===== src/rtl/cache_controller.sv =====
// Control FSM for one cache instance: tag check, hit service, dirty-victim writeback,
// line fill with replay, plus the performance-counter pulses.
module cache_controller #(
    parameter bit READ_ONLY      = 1'b0,
    parameter int WORDS_PER_LINE = 8
) (
    input  logic clk,
    input  logic reset,
    input  logic req_valid,
    input  logic req_operation,
    output logic req_fulfilled,
    output logic hmem_req_valid,
    output logic hmem_req_operation,
    input  logic hmem_req_fulfilled,
    input  logic valid_block_match,
    input  logic valid_dirty_bit,
    input  logic counter_done,
    output logic miss_recovery_mode,
    output logic set_hmem_block_address,
    output logic use_victim_tag_for_hmem_block_address,
    output logic process_lru_counters,
    output logic clear_selected_valid_bit,
    output logic finish_new_line_install,
    output logic set_selected_dirty_bit,
    output logic clear_selected_dirty_bit,
    output logic perform_write,
    output logic reset_counter,
    output logic decrement_counter,
    output logic count_hit,
    output logic count_miss,
    output logic count_read,
    output logic count_write,
    output logic count_writeback
);

    typedef enum logic [1:0] {
        S_IDLE,
        S_CHECK,
        S_WRITEBACK,
        S_FETCH
    } state_t;

    state_t r_state;
    state_t w_next_state;
    logic   r_replay;
    logic   w_next_replay;
    logic   w_is_store;

    // Line length is enforced by the datapath word counter; kept for documentation only.
    logic [31:0] w_unused_words_per_line;
    assign w_unused_words_per_line = WORDS_PER_LINE;

    // A read-only cache serves every request as a LOAD.
    assign w_is_store = req_operation & ~READ_ONLY;

    always_comb begin
        // NOTE: every output and next-state value gets a default first so no path infers a latch.
        w_next_state                          = r_state;
        w_next_replay                         = r_replay;
        req_fulfilled                         = 1'b0;
        hmem_req_valid                        = 1'b0;
        hmem_req_operation                    = 1'b0;
        miss_recovery_mode                    = 1'b0;
        set_hmem_block_address                = 1'b0;
        use_victim_tag_for_hmem_block_address = 1'b0;
        process_lru_counters                  = 1'b0;
        clear_selected_valid_bit              = 1'b0;
        finish_new_line_install               = 1'b0;
        set_selected_dirty_bit                = 1'b0;
        clear_selected_dirty_bit              = 1'b0;
        perform_write                         = 1'b0;
        reset_counter                         = 1'b0;
        decrement_counter                     = 1'b0;
        count_hit                             = 1'b0;
        count_miss                            = 1'b0;
        count_read                            = 1'b0;
        count_write                           = 1'b0;
        count_writeback                       = 1'b0;

        if (!reset) begin
            case (r_state)
                S_IDLE: begin
                    if (req_valid) begin
                        count_read   = ~w_is_store;
                        count_write  = w_is_store;
                        w_next_state = S_CHECK;
                    end
                end
                S_CHECK: begin
                    if (valid_block_match) begin
                        process_lru_counters   = 1'b1;
                        req_fulfilled          = 1'b1;
                        perform_write          = w_is_store;
                        set_selected_dirty_bit = w_is_store;
                        count_hit              = ~r_replay;
                        w_next_replay          = 1'b0;
                        w_next_state           = S_IDLE;
                    end else begin
                        count_miss             = 1'b1;
                        set_hmem_block_address = 1'b1;
                        reset_counter          = 1'b1;
                        if (valid_dirty_bit && !READ_ONLY) begin
                            use_victim_tag_for_hmem_block_address = 1'b1;
                            count_writeback                       = 1'b1;
                            w_next_state                          = S_WRITEBACK;
                        end else begin
                            clear_selected_valid_bit = 1'b1;
                            w_next_state             = S_FETCH;
                        end
                    end
                end
                S_WRITEBACK: begin
                    miss_recovery_mode = 1'b1;
                    hmem_req_valid     = 1'b1;
                    hmem_req_operation = 1'b1;
                    if (hmem_req_fulfilled) begin
                        // Last victim word: retarget the hmem address at the request tag.
                        if (counter_done) begin
                            clear_selected_dirty_bit = 1'b1;
                            clear_selected_valid_bit = 1'b1;
                            set_hmem_block_address   = 1'b1;
                            reset_counter            = 1'b1;
                            w_next_state             = S_FETCH;
                        end else begin
                            decrement_counter = 1'b1;
                        end
                    end
                end
                S_FETCH: begin
                    miss_recovery_mode = 1'b1;
                    hmem_req_valid     = 1'b1;
                    if (hmem_req_fulfilled) begin
                        perform_write     = 1'b1;
                        decrement_counter = 1'b1;
                        if (counter_done) begin
                            finish_new_line_install = 1'b1;
                            w_next_replay           = 1'b1;
                            w_next_state            = S_CHECK;
                        end
                    end
                end
                default: w_next_state = S_IDLE;
            endcase
        end
    end

    always_ff @(posedge clk) begin
        // NOTE: sequential state uses non-blocking assignments so all registers update together.
        if (reset) begin
            r_state  <= S_IDLE;
            r_replay <= 1'b0;
        end else begin
            r_state  <= w_next_state;
            r_replay <= w_next_replay;
        end
    end

endmodule

===== config.mk =====
export PLATFORM = sky130hd
export DESIGN_NAME = cache_controller
export DESIGN_NICKNAME = d
export VERILOG_FILES = /design/src/rtl/cache_controller.sv
export SDC_FILE = /design/constraint.sdc
export NUM_CORES = 1
export LEC_CHECK = 0
export ABC_AREA = 1
export CORE_MARGIN = 1.5
export CORE_UTILIZATION = 32
export DETAILED_ROUTE_END_ITERATION = 8
export GPL_ROUTABILITY_DRIVEN = 0
export GPL_TIMING_DRIVEN = 1
export PLACE_DENSITY = 0.72
export REMOVE_ABC_BUFFERS = 1
export SYNTH_ARGS = -nofsm -noshare
export SYNTH_HDL_FRONTEND = slang
export SYNTH_SLANG_ARGS = --single-unit

===== constraint.sdc =====
create_clock -name clk -period 1.5 [get_ports clk]
set_clock_uncertainty 0.05 [all_clocks]
set_input_delay 0.3 -clock clk [delete_from_list [all_inputs] [get_ports clk]]
set_output_delay 0.3 -clock clk [all_outputs]
set_load 0.01 [all_outputs]

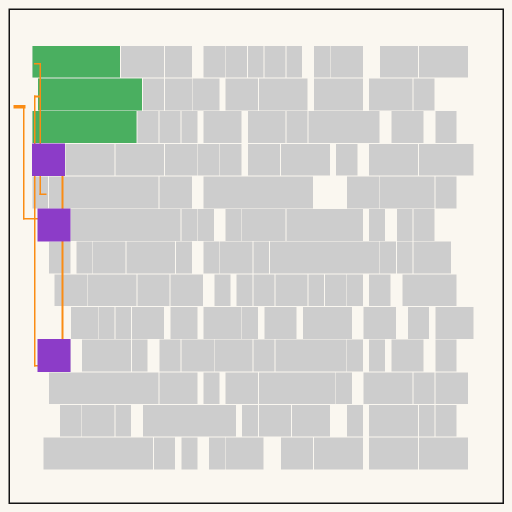
Figure 1: clock network drawn from the DEF.
(12 px per um)
Orange is clock wires, length 67.6 um. Purple is clock-net drivers, count 3. Green is flip-flops, count 3.
There are 4 routed clock nets.
Clock Power: 0.141 mW
Clk pwr share: 0.087
insertion delay at the late pin of the worst-skew pair: 0.23 ns

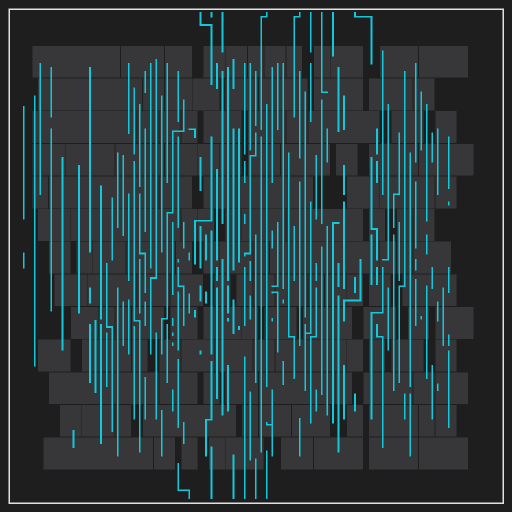
Figure 2: M2 wires.
(12 px per um)
The layer holds 55% of the routed length. The longest straight run is 26.2 um.

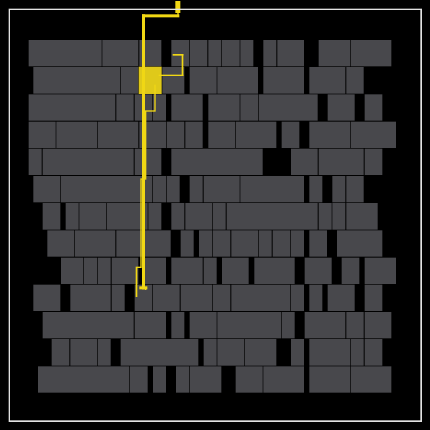
Figure 3: I/O nets highlighted.
(10 px per um)
Yellow is `process_lru_counters`, bits 1, direction output, end cells 1, buffers 1, wire 59.6 um.

==> impl_metrics.toml <==
# yosys + openroad results
[outcome]
violations = "setup timing"
status = "complete, but fails checks"

[synth]
fa_ha_area_frac = 0.1622
yosys_cells = 79
synth-simple-area-share = 0.3270
xor_area_frac = 0
synth_flops = 3
synth.avg_cell_area_um2 = 5.860

[clock_tree]
cts_buffer_depth = 2
htree_levels = 1
ctsHoldBuffers = 0

[final_layout]
comb_share = 0.4350
finalNonFillerCells = 152
fill_cells = 69
non_clock_buffer_area_share = 0.4066
nets = 152
num-multi-input-gates = 55
final-seq-area_um2 = 67.56
n_all_buffers = 59

[critical_path]
critPathTopFamily = "buffers and inverters"
critical_path.slowest_cell = "dfxtp_4"
critical_path.max_fanout = 4
path_cells = "buf_6 -> ha_4 -> buf_6 -> o211ai_1 -> inv_1 -> buf_2"
rr_startpoint = "r_state[1]$_SDFFE_PP0P_"
crit_top_cell = "buf_6"

[sta]
fmax_ghz = 0.5706
tightest_slew_ns = 0.3123
slew_violations = 0
setup_violations = 19
max_slew_margin = 0.7918
finalWorstSetupSlack_ns = -0.2527
finalCriticalPeriod_ns = 1.753

[placed_design]
port_buffers = 26

[floorplanning]
taps = 15
die_h_um = 41.04

[worst_hold_path]
hold_depth = 2
hold_class = "reg2reg"

[global_route]
grt_max_degree = 7

[routing]
vias = 788

[pwr]
p_leak_nw = 0.5727
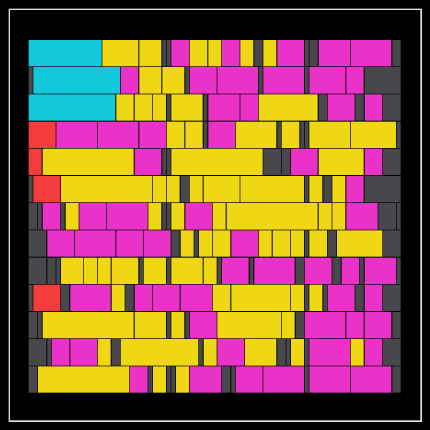
Figure 4: placed cells, one color a class.
(10 px per um) Fill, decap, tap and diode cells in gray.
Yellow is remaining logic cells, cells 71, share of their area 50%. Cyan is registers, cells 3, share of their area 6.0%. Red is clock drivers and dummy loads, cells 4, share of their area 2.3%. Magenta is remaining buffers and delay cells, cells 59, share of their area 41%.

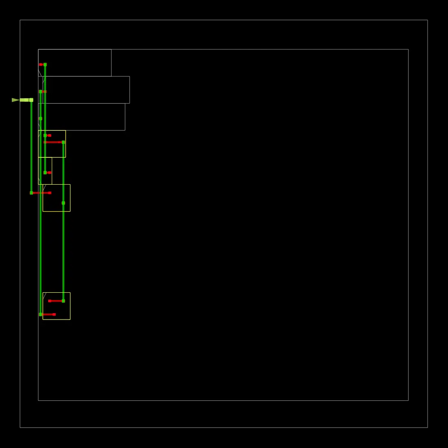
Figure 5: clock nets.
clk sinks: 3
Inserted Clock Buffers: 3
Flops: 3
Layout clock buffers: 4

==> worst reg2reg max path: stages (launching register included) <==
cell	delay (ns)
dfxtp_4	0.37
buf_6	0.13
ha_4	0.16
buf_6	0.11
buf_6	0.11
o21ai_2	0.13
nand3_2	0.10
nand2_1	0.08
nand2_1	0.05
nor2_1	0.14
==> cell usage after synthesis, drive strengths merged, types with 2 or more instances <==
cell type,instances
nor3,2
buf,5
o21ai,4
nor4,2
a211oi,2
nand3,7
dfxtp,3
nand2,13
nor2,12
inv,15
ha,6
a21oi,6
==> where the power goes <==
| part | leakage [nW] | internal (mW) | switching, mW |
|---|---|---|---|
| clock | 0.0150 | 0.0997 | 0.0416 |
| sequential | 0.0259 | 0.126 | 0.0588 |
| combinational | 0.532 | 0.639 | 0.659 |
| total | 0.573 | 0.865 | 0.759 |
Power is estimated from default activity; no workload was simulated.
